$ cat config.mk
export PLATFORM = sky130hd
export DESIGN_NAME = mac_unit_simd_flat
export DESIGN_NICKNAME = d
export VERILOG_FILES = /design/src/rtl/mac_unit_simd_if.sv /design/src/rtl/mac_unit_simd.sv /design/src/flat_wrapper.sv
export SDC_FILE = /design/constraint.sdc
export NUM_CORES = 2
export LEC_CHECK = 0
export CORE_ASPECT_RATIO = 0.75
export CORE_UTILIZATION = 30
export CTS_CLUSTER_DIAMETER = 30
export CTS_CLUSTER_SIZE = 20
export DETAILED_ROUTE_END_ITERATION = 10
export GPL_TIMING_DRIVEN = 0
export PLACE_DENSITY = 0.43
export SETUP_SLACK_MARGIN = 0.02
export SLEW_MARGIN = 20
export SYNTH_ARGS = -nofsm -noshare
export SYNTH_HDL_FRONTEND = slang
export SYNTH_SLANG_ARGS = --single-unit
$ cat constraint.sdc
create_clock -name clk -period 10.3 [get_ports clk]
set_input_delay 2.06 -clock clk [delete_from_list [all_inputs] [get_ports clk]]
set_output_delay 2.06 -clock clk [all_outputs]
set_load 0.005 [all_outputs]
$ cat src/rtl/mac_unit_simd_if.sv
// mac_unit_simd_if: request/result bundle between the EX decode and the SIMD MAC
interface mac_unit_simd_if #(
   parameter int DATA_W = 32,
   parameter int LANES  = 1
);
   logic                    en;
   logic                    mul_mac_signal;
   logic                    clr;
   logic [LANES*DATA_W-1:0] a;
   logic [LANES*DATA_W-1:0] b;
   logic [LANES*DATA_W-1:0] o;
   logic                    out_valid;
   logic [LANES-1:0]        ovf;
   modport master (
      output en, mul_mac_signal, clr, a, b,
      input  o, out_valid, ovf
   );
   modport slave (
      input  en, mul_mac_signal, clr, a, b,
      output o, out_valid, ovf
   );
endinterface

$ cat src/rtl/mac_unit_simd.sv
// mac_unit_simd: 2-stage signed SIMD multiply-accumulate with saturation and sticky overflow
module mac_unit_simd #(
   parameter int DATA_W   = 32,
   parameter int LANES    = 1,
   parameter int ACC_W    = 2*DATA_W+8,
   parameter bit SATURATE = 1'b1
) (
   input logic            clk,
   input logic            rst,
   mac_unit_simd_if.slave mac_if
);
   localparam int PW = 2*DATA_W;
   localparam logic [DATA_W-1:0] SMAX = {1'b0, {(DATA_W-1){1'b1}}};
   localparam logic [DATA_W-1:0] SMIN = ~SMAX;
   logic signed [PW-1:0]    prod_q [LANES];
   logic signed [PW-1:0]    prod_d [LANES];
   logic                    en_s1_q, mode_s1_q, clr_s1_q;
   logic signed [ACC_W-1:0] acc_q [LANES];
   logic signed [ACC_W-1:0] acc_d [LANES];
   logic signed [ACC_W-1:0] pext [LANES];
   logic                    fits [LANES];
   logic [DATA_W-1:0]       fitv [LANES];
   logic [LANES*DATA_W-1:0] o_q, o_d;
   logic [LANES-1:0]        ovf_q, ovf_d;
   logic                    out_valid_q;
   logic                    upd;
   // full-width signed lane products
   always_comb begin
      for (int l = 0; l < LANES; l++)
         prod_d[l] = PW'($signed(mac_if.a[l*DATA_W +: DATA_W])) * PW'($signed(mac_if.b[l*DATA_W +: DATA_W]));
   end
   // stage 1: capture products only on en; clr travels alongside so it stays ordered with ops
   always_ff @(posedge clk) begin
      if (!rst) begin
         prod_q    <= '{default: '0};
         en_s1_q   <= 1'b0;
         mode_s1_q <= 1'b0;
         clr_s1_q  <= 1'b0;
      end else begin
         en_s1_q  <= mac_if.en;
         clr_s1_q <= mac_if.clr;
         if (mac_if.en) begin
            prod_q    <= prod_d;
            mode_s1_q <= mac_if.mul_mac_signal;
         end
      end
   end
   // stage 2 next state: accumulate, fit result to DATA_W, track out-of-range sums
   always_comb begin
      upd   = en_s1_q | clr_s1_q;
      o_d   = o_q;
      ovf_d = ovf_q;
      for (int l = 0; l < LANES; l++) begin
         pext[l]  = ACC_W'(prod_q[l]);
         acc_d[l] = clr_s1_q ? (en_s1_q ? pext[l] : '0)
                  : en_s1_q  ? (mode_s1_q ? acc_q[l] + pext[l] : pext[l])
                  : acc_q[l];
         fits[l]  = (acc_d[l][ACC_W-1:DATA_W-1] == '0) || (acc_d[l][ACC_W-1:DATA_W-1] == '1);
         fitv[l]  = (SATURATE && !fits[l]) ? (acc_d[l][ACC_W-1] ? SMIN : SMAX) : acc_d[l][DATA_W-1:0];
         o_d[l*DATA_W +: DATA_W] = upd ? fitv[l] : o_q[l*DATA_W +: DATA_W];
         ovf_d[l] = (~clr_s1_q & ovf_q[l]) | (upd & ~fits[l]);
      end
   end
   // stage 2 registers: accumulators, result, flags and the valid strobe
   always_ff @(posedge clk) begin
      if (!rst) begin
         acc_q       <= '{default: '0};
         o_q         <= '0;
         ovf_q       <= '0;
         out_valid_q <= 1'b0;
      end else begin
         acc_q       <= acc_d;
         o_q         <= o_d;
         ovf_q       <= ovf_d;
         out_valid_q <= en_s1_q;
      end
   end
   assign mac_if.o         = o_q;
   assign mac_if.ovf       = ovf_q;
   assign mac_if.out_valid = out_valid_q;
endmodule

$ cat src/flat_wrapper.sv
// flat-port wrapper written by rule: the top's interface ports become plain ports
module mac_unit_simd_flat 
#(
   parameter int DATA_W   = 32,
   parameter int LANES    = 1,
   parameter int ACC_W    = 2*DATA_W+8,
   parameter bit SATURATE = 1'b1
)
  (clk, rst, mac_if_en, mac_if_mul_mac_signal, mac_if_clr, mac_if_a, mac_if_b, mac_if_o, mac_if_out_valid, mac_if_ovf);
  mac_unit_simd_if #(.DATA_W(DATA_W), .LANES(LANES)) mac_if_i ();
  input logic clk;
  input logic rst;
  input wire logic [$bits(mac_if_i.en)-1:0] mac_if_en;
  input wire logic [$bits(mac_if_i.mul_mac_signal)-1:0] mac_if_mul_mac_signal;
  input wire logic [$bits(mac_if_i.clr)-1:0] mac_if_clr;
  input wire logic [$bits(mac_if_i.a)-1:0] mac_if_a;
  input wire logic [$bits(mac_if_i.b)-1:0] mac_if_b;
  output wire logic [$bits(mac_if_i.o)-1:0] mac_if_o;
  output wire logic [$bits(mac_if_i.out_valid)-1:0] mac_if_out_valid;
  output wire logic [$bits(mac_if_i.ovf)-1:0] mac_if_ovf;
  assign mac_if_i.en = mac_if_en;
  assign mac_if_i.mul_mac_signal = mac_if_mul_mac_signal;
  assign mac_if_i.clr = mac_if_clr;
  assign mac_if_i.a = mac_if_a;
  assign mac_if_i.b = mac_if_b;
  assign mac_if_o = mac_if_i.o;
  assign mac_if_out_valid = mac_if_i.out_valid;
  assign mac_if_ovf = mac_if_i.ovf;
  mac_unit_simd #(.DATA_W(DATA_W), .LANES(LANES), .ACC_W(ACC_W), .SATURATE(SATURATE)) u_core (.clk(clk), .rst(rst), .mac_if(mac_if_i));
endmodule
**Met4 routing**

Bar = 100 µm.
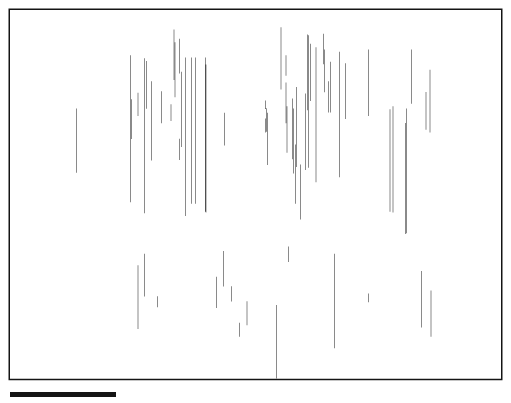
- main direction: vertical
- share of all routed wire: 2.0%
- wire length on this layer: 3,980 µm

**Cell classes on the final placement**

Bar = 100 µm. Fill, decap, tap and diode cells in grey.
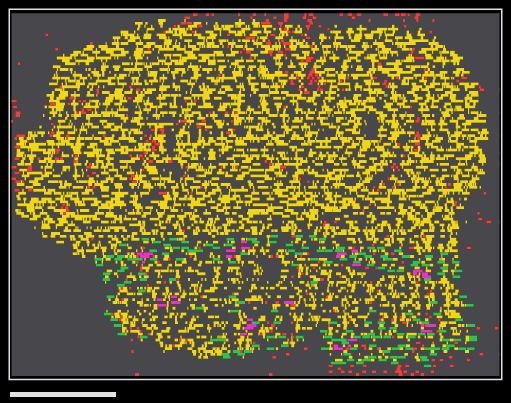
- magenta: clock drivers and dummy loads (cells 32)
- green: flip-flops (cells 173)
- red: other buffers and delay cells (cells 415)
- yellow: all other logic (cells 4,925)

==> results.sh <==
# physical design summary
export IMPL_status="complete, no violations"
export IMPL_crit_type="in2reg"
export IMPL_nonClkBufAreaFrac_pct=5.96
export IMPL_r2r_start="u_core.prod_q[0]$_SDFFE_PN0P_"
export IMPL_timing_rr_end="u_core.mac_if.o[28]$_SDFFE_PN0P_"
export IMPL_synth_nets=6810
export IMPL_ctsRootBufferMaster="clkbuf_16"
export IMPL_post_cts_buffers=9
export IMPL_logic_gate_count=3915
export IMPL_cts_tree="built"
export IMPL_cts_max_level=4
export IMPL_gr_max_usage_layer="met1"
export IMPL_sh_comb_area_pct=74.3
export IMPL_antenna_found_initial=37
export IMPL_io_pins=103
export IMPL_synth_area_leader_cell="fa_1"
export IMPL_antenna_cells=13
export IMPL_via_per_inst=5.06
export IMPL_buffers=415
export IMPL_synth_edff_count=0
export IMPL_min_to="u_core.mac_if.o[31]$_SDFFE_PN0P_"
export IMPL_clock_latency_ps=490
export IMPL_flops=173
export IMPL_nets=6939
export IMPL_cts_made_buffers=17
export IMPL_num_nonclk_inverters=1010
export IMPL_dieWidth_um=464
export IMPL_combGateArea_um2=39700
export IMPL_core_area_um2=158000
export IMPL_yosysTopAreaCellShare_pct=45.1
export IMPL_worst_path_max_delay_cell="clkdlybuf4s50_1"
export IMPL_hp_start="u_core.mac_if.o[31]$_SDFFE_PN0P_"
export IMPL_worst_endpoint_arrival_ps=10460
export IMPL_setup_worst_path_start_class="input port"
export IMPL_worstPathMaxFanout=10
export IMPL_dr_wl_met2_um=84000
export IMPL_clk_pin_slew_worst_paths_ps=80
export IMPL_hold_buffers=0
export IMPL_crit_top_cell="fa_1"
export IMPL_ys_sh_adder_pct=51.8
export IMPL_register_area_um2=3460
export IMPL_final_cells=7670
export IMPL_slew_viol_final=0
export IMPL_die_height_um=349
export IMPL_layout_drive_gt1_share_pct=6.53
export IMPL_ys_cells=5403
export IMPL_largest_register="u_core.acc_q"
export IMPL_fp_util_pct=30.4
export IMPL_post_route_period_util_pct=97.5
export IMPL_ys_seq_share_pct=7.21
export IMPL_post_dp_cell_area_um2=51700
export IMPL_wl_met1_um=97500
export IMPL_rsz0062_at_grt="no"
export IMPL_slew_headroom_pct=15.8
export IMPL_simple_gate_share_pct=17.6
export IMPL_syn_area_per_cell_um2=8.89
export IMPL_dr_pass1_iters=5
export IMPL_synth_cellmix_compoundShare_pct=9.39
export IMPL_clkbuf_count=17
export IMPL_overflow=0
export IMPL_gr_usage_met2_pct=36.5
export IMPL_dominant_cells="logic gates"
export IMPL_taps=2112
export IMPL_grt_pass1_wl_um=291000
export IMPL_ys_flop_type="dfxtp_1"
export IMPL_clkSinkCount=173
export IMPL_synth_warnings=0
export IMPL_fin_util_pct=33.8
export IMPL_period_minus_slack_ps=10040
export IMPL_ys_chip_area_um2=48100
export IMPL_critPathCaptureType="register"
export IMPL_async_flop_share_pct=0
export IMPL_crit_path_max_incr_delay_ps=660
export IMPL_pre_cts_slack_ps=-2260
export IMPL_mostFrequentLayoutCell="fa_1"
export IMPL_tns_ps=0
export IMPL_maxCapViolations=0
export IMPL_warnings=26
export IMPL_seq_share_pct=6.47
export IMPL_timing_final_ws_setup_ps=260
export IMPL_port_buffers=101
export IMPL_worst_hold_slack_ps=465
export IMPL_setup_viol=0
export IMPL_largest_register_ffs=72
export IMPL_ant_nets=0
export IMPL_highest_signal_layer="met5"
export IMPL_stdcell_area_um2=53500
export IMPL_tightest_slew_ps=1250
export IMPL_r2r_setup_slack_ps=3800
export IMPL_synth_cell_type_count=96
export IMPL_core_rowCount=126
export IMPL_top_cells_by_area="fa_1, inv_1, and2_1"
export IMPL_synthTopLogicFamily="adder cells"
export IMPL_clock_skew_final_ps=14.7
export IMPL_area_growth_pct=11.3
export IMPL_route_detailed_drc=0
export IMPL_lay_top_cells="fa_1, inv_1, nand2_1"
export IMPL_n_fill_cell=16700
export IMPL_grt_util_met1_pct=38.9
export IMPL_die_area_um2=162000
export IMPL_gp_congestion=0.942
export IMPL_synthXorXnorAreaFrac_pct=2.26
export IMPL_cp_required_ps=10710
export IMPL_grtUsageMet3_pct=4.35
export IMPL_hold_class="reg2reg"
export IMPL_min_path_cells=2
export IMPL_syn_area_um2=48100
export IMPL_hpwl_um=171000
export IMPL_clock_area_share_pct=1.18
export IMPL_first_global_vias=39500
export IMPL_max_freq_ghz=0.0996
export IMPL_clockBufferDepth=2
export IMPL_synthMuxAreaShare_pct=1.36
export IMPL_hold_viol=0
export IMPL_dp_cells=7616
export IMPL_cts_resized=335
export IMPL_wl_met3_um=16900
export IMPL_reg2reg_depth=18
export IMPL_ys_ff=173
export IMPL_syn_instance_count=5403
export IMPL_first_iter_violations=3312
export IMPL_grt_max_degree=22
**Signal wires by layer**

Bar = 100 µm.
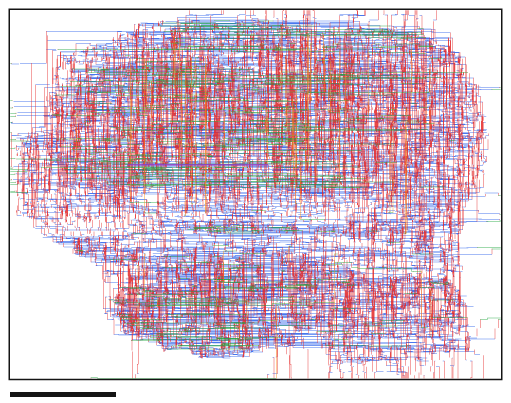
- orange: met4 (wire length 3,980 µm)
- purple: met5 (wire length 132 µm)
- blue: met1 (wire length 97.5 mm)
- green: met3 (wire length 16,900 µm)
- red: met2 (wire length 84.0 mm)
drt wl/cell: 26.4 µm
Total Wirelength: 203,000 µm
total track usage: 25.2%
DR vias: 38,800

critical path: cells and delay by family:
family / cells / cell delay, ps
and+or+nand+nor: 6 / 1440
adders and majority gates: 9 / 4510
AOI/OAI and AO/OA: 7 / 1290
buffers and inverters: 3 / 1130
cells in the mapped netlist, types with 23 or more instances:
| library cell | instances |
|---|---|
| a21o_1 | 53 |
| a21oi_1 | 203 |
| a221o_1 | 33 |
| a22oi_1 | 28 |
| and2_1 | 558 |
| buf_2 | 24 |
| clkbuf_1 | 267 |
| dfxtp_1 | 173 |
| fa_1 | 1083 |
| ha_1 | 255 |
| inv_1 | 1009 |
| mux2i_1 | 63 |
| nand2_1 | 682 |
| nand2b_1 | 23 |
| nand3_1 | 32 |
| nand4_1 | 53 |
| nor2_1 | 206 |
| nor2b_1 | 44 |
| nor3_1 | 27 |
| o21a_1 | 27 |
| o21ai_0 | 129 |
| o21ai_1 | 35 |
| xnor2_1 | 66 |
| xor2_1 | 58 |
how the worst max path moves through the flow:
stage	to	slack, ps	from
after floorplan	u_core.prod_q[56]$_SDFFE_PN0P_	830	mac_if_b[2]
after global placement	u_core.prod_q[63]$_SDFFE_PN0P_	-2400	mac_if_b[2]
after detailed placement	u_core.prod_q[63]$_SDFFE_PN0P_	-2260	mac_if_b[9]
after CTS	u_core.prod_q[58]$_SDFFE_PN0P_	20	mac_if_a[20]
after global routing	u_core.prod_q[48]$_SDFFE_PN0P_	10	mac_if_a[1]
final	u_core.prod_q[58]$_SDFFE_PN0P_	260	mac_if_b[27]
